===== src/rtl/sync_fifo_flags.sv =====
// Single-clock FIFO with registered occupancy count, almost-full/almost-empty flags and
// selectable registered-read or first-word-fall-through output. FIFO_ERR_FLAGS_EN adds sticky overflow/underflow.
module sync_fifo_flags #(
    parameter int unsigned ADDR_WIDTH = 4,
    parameter int unsigned DATA_WIDTH = 8,
    parameter int unsigned FWFT       = 0,
    parameter int unsigned AF_THRESH  = (2 ** ADDR_WIDTH) - 1,
    parameter int unsigned AE_THRESH  = 1
) (
    input  logic                  clk,
    input  logic                  rst_n,
    input  logic [DATA_WIDTH-1:0] din,
    input  logic                  wr_en,
    input  logic                  rd_en,
    output logic [DATA_WIDTH-1:0] dout,
    output logic                  full,
    output logic                  empty,
    output logic                  almost_full,
    output logic                  almost_empty,
    output logic [ADDR_WIDTH:0]   count
`ifdef FIFO_ERR_FLAGS_EN
    ,
    input  logic                  err_clr,
    output logic                  overflow,
    output logic                  underflow
`endif
);

    localparam int unsigned AW    = ADDR_WIDTH;
    localparam int unsigned DW    = DATA_WIDTH;
    localparam int unsigned CW    = ADDR_WIDTH + 1;
    localparam int unsigned DEPTH = 2 ** ADDR_WIDTH;

    logic [DW-1:0] mem [DEPTH];

    logic [AW-1:0] wr_ptr_q, wr_ptr_d;
    logic [AW-1:0] rd_ptr_q, rd_ptr_d;
    logic [CW-1:0] count_q, count_d;
    logic [DW-1:0] dout_q, dout_d;
    logic          out_valid_q, out_valid_d;
    logic          full_q, full_d;
    logic          empty_q, empty_d;
    logic          af_q, af_d;
    logic          ae_q, ae_d;

    logic          wr_acc;
    logic          rd_acc;
    logic          mem_we;
    logic          mem_empty;

    assign rd_acc = rd_en & ~empty_q;
    assign wr_acc = wr_en & (~full_q | rd_acc);

    // In FWFT mode the output register holds the head word, so memory holds count minus that word.
    assign mem_empty = (count_q == CW'(out_valid_q));

    // Occupancy and flags, all derived from the post-edge count.
    always_comb begin
        count_d = count_q;
        case ({wr_acc, rd_acc})
            2'b10:   count_d = count_q + CW'(1);
            2'b01:   count_d = count_q - CW'(1);
            default: count_d = count_q;
        endcase
        full_d  = (count_d == CW'(DEPTH));
        empty_d = (count_d == CW'(0));
        af_d    = (count_d >= CW'(AF_THRESH));
        ae_d    = (count_d <= CW'(AE_THRESH));
    end

    // Pointer, memory-write and output-stage control for both read modes.
    always_comb begin
        wr_ptr_d    = wr_ptr_q;
        rd_ptr_d    = rd_ptr_q;
        dout_d      = dout_q;
        out_valid_d = out_valid_q;
        mem_we      = 1'b0;
        if (FWFT == 0) begin
            out_valid_d = 1'b0;
            if (wr_acc) begin
                mem_we   = 1'b1;
                wr_ptr_d = wr_ptr_q + AW'(1);
            end
            if (rd_acc) begin
                dout_d   = mem[rd_ptr_q];
                rd_ptr_d = rd_ptr_q + AW'(1);
            end
        end else begin
            if (!out_valid_q || rd_acc) begin
                // Output stage is free this edge: refill from memory, else bypass the incoming word.
                if (!mem_empty) begin
                    dout_d      = mem[rd_ptr_q];
                    rd_ptr_d    = rd_ptr_q + AW'(1);
                    out_valid_d = 1'b1;
                    if (wr_acc) begin
                        mem_we   = 1'b1;
                        wr_ptr_d = wr_ptr_q + AW'(1);
                    end
                end else if (wr_acc) begin
                    dout_d      = din;
                    out_valid_d = 1'b1;
                end else begin
                    out_valid_d = 1'b0;
                end
            end else if (wr_acc) begin
                mem_we   = 1'b1;
                wr_ptr_d = wr_ptr_q + AW'(1);
            end
        end
    end

    always_ff @(posedge clk or negedge rst_n) begin
        if (!rst_n) begin
            wr_ptr_q    <= '0;
            rd_ptr_q    <= '0;
            count_q     <= '0;
            dout_q      <= '0;
            out_valid_q <= 1'b0;
            full_q      <= 1'b0;
            empty_q     <= 1'b1;
            af_q        <= 1'b0;
            ae_q        <= 1'b1;
        end else begin
            wr_ptr_q    <= wr_ptr_d;
            rd_ptr_q    <= rd_ptr_d;
            count_q     <= count_d;
            dout_q      <= dout_d;
            out_valid_q <= out_valid_d;
            full_q      <= full_d;
            empty_q     <= empty_d;
            af_q        <= af_d;
            ae_q        <= ae_d;
        end
    end

    // Storage is not reset; the pointers and count define which entries are live.
    always_ff @(posedge clk) begin
        if (mem_we) begin
            mem[wr_ptr_q] <= din;
        end
    end

    assign dout         = dout_q;
    assign full         = full_q;
    assign empty        = empty_q;
    assign almost_full  = af_q;
    assign almost_empty = ae_q;
    assign count        = count_q;

`ifdef FIFO_ERR_FLAGS_EN
    logic ovf_q, ovf_d;
    logic unf_q, unf_d;

    // A set condition in the same edge as err_clr wins.
    always_comb begin
        ovf_d = (ovf_q & ~err_clr) | (wr_en & ~wr_acc);
        unf_d = (unf_q & ~err_clr) | (rd_en & empty_q);
    end

    always_ff @(posedge clk or negedge rst_n) begin
        if (!rst_n) begin
            ovf_q <= 1'b0;
            unf_q <= 1'b0;
        end else begin
            ovf_q <= ovf_d;
            unf_q <= unf_d;
        end
    end

    assign overflow  = ovf_q;
    assign underflow = unf_q;
`endif

endmodule

===== config.mk =====
export PLATFORM = sky130hd
export DESIGN_NAME = sync_fifo_flags
export DESIGN_NICKNAME = d
export VERILOG_FILES = /design/src/rtl/sync_fifo_flags.sv
export SDC_FILE = /design/constraint.sdc
export NUM_CORES = 1
export LEC_CHECK = 0
export CORE_MARGIN = 2
export CORE_UTILIZATION = 60
export CTS_CLUSTER_DIAMETER = 60
export DETAILED_ROUTE_END_ITERATION = 8
export PLACE_DENSITY = 0.79
export SYNTH_ARGS = -nofsm -noshare
export SYNTH_HDL_FRONTEND = slang
export SYNTH_SLANG_ARGS = --single-unit
export TNS_END_PERCENT = 50

===== constraint.sdc =====
create_clock -name clk -period 3.1 [get_ports clk]
set_input_delay 0.93 -clock clk [delete_from_list [all_inputs] [get_ports clk]]
set_output_delay 0.93 -clock clk [all_outputs]
set_load 0.01 [all_outputs]

**Placed cells, one colour a class**

Scale bar: 20 um.
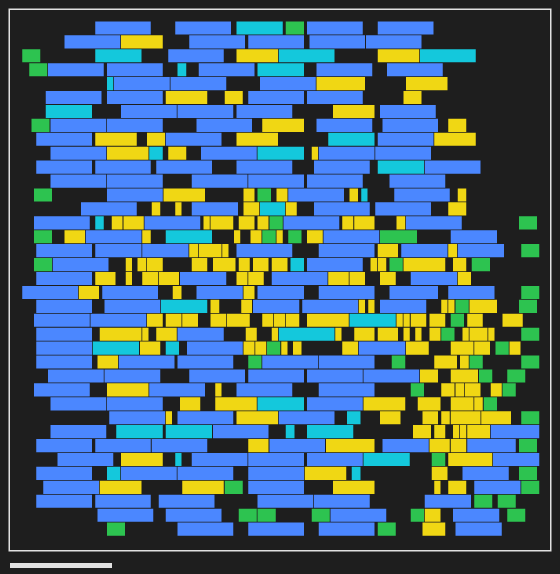
| class | colour | cells | share of their area |
|---|---|---|---|
| clock drivers and dummy loads | cyan | 32 | 8.0% |
| remaining buffers and delay cells | green | 48 | 6.2% |
| sequential cells | blue | 153 | 62% |
| remaining logic cells | yellow | 163 | 23% |
Seq/total area: 0.610
num rows: 37
core box area: 0.0102 mm2
final instance area: 0.00734 mm2
Final Util: 0.721

**Routed clock nets over the placement**

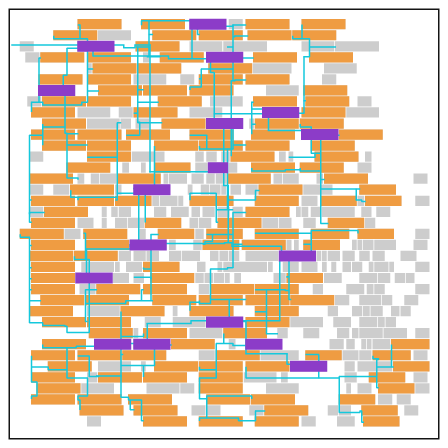
[clock-net drivers] purple | count: 17
[clock wires] cyan | length: 1550 um
[flip-flops] orange | count: 153
flops lie: spread over the die
clk latency late pin: 0.52 ns
clk_skew: 0.00441 ns
Clock Power Share: 0.283
Clk. pwr: 1.97 mW

**Metal 1**

Supply wires on this layer in grey.
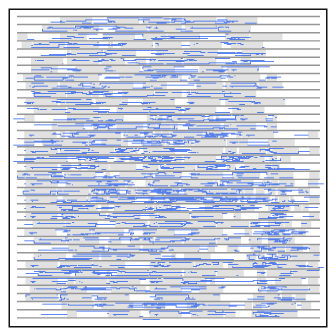
main direction: horizontal
share of all routed wire: 44%
final WL: 11800 um
met1 usage: 0.332
Vias: 3216

==> impl_metrics.tcl <==
# flow metrics
set metrics [dict create \
    max_freq_mhz 334 \
    clock-root-buffer "clkbuf_8" \
    pwr-share-seq 0.415 \
    wl_met3_um 606 \
    relSlewSlack 0.567 \
    critPathArrivalTime_ns 3.42 \
    place_area_mm2 0.00671 \
    synth_top_area_share 0.622 \
    status "finished clean" \
    avgViaCountPerCell 6.05 \
    flops 153 \
    slew_viol_final 0 \
    mi_logic_area_mm2 0.00166 \
    min_path_type "flip-flop to flip-flop" \
    hold_viol 0 \
    drt_pass1_iterations 4 \
    largest-register "mem" \
    postCtsHoldBufs 0 \
    route.met2.wl_um 5920 \
    timing.final.ws_setup_ns 0.110 \
    post_cts_buffers 0 \
    critPathMaxFanout 5 \
    synth_top_cell_by_count "edfxtp_1" \
    flop_area_mm2 0.00447 \
    clock_cell_area_share 0.0781 \
    reg2reg_from "empty$_DFF_PN1_" \
    gr-usage-met2 0.359 \
    path_cells "clkdlybuf4s50_1, nand2b_1, a21boi_2, inv_1, ha_2, xor2_1, ha_2, o211a_1, o31ai_2, a21oi_2, xor2_2, nor4b_4" \
    lay_top_count "edfxtp_1" \
    largest_reg_flops 128 \
    p_seq_mw 2.89 \
    cellInternalPower_mw 4.87 \
    initial_core_util 0.607 \
    mostFrequentLayoutCells "edfxtp_1, clkdlybuf4s50_1, mux4_2, dfrtp_1, buf_4" \
    wl_met1_um 5170 \
    yosysUniqueCellTypes 43 \
    cp-endpoint "full$_DFF_PN0_" \
    ys_top_logic_family "multiplexers" \
    hold_end "rd_ptr_q[3]$_DFFE_PN0P_" \
    critical_path.top_delay_family "AND-OR/OR-AND gates" \
]
Power figures rest on the tool's default switching activity, not on a simulated workload.
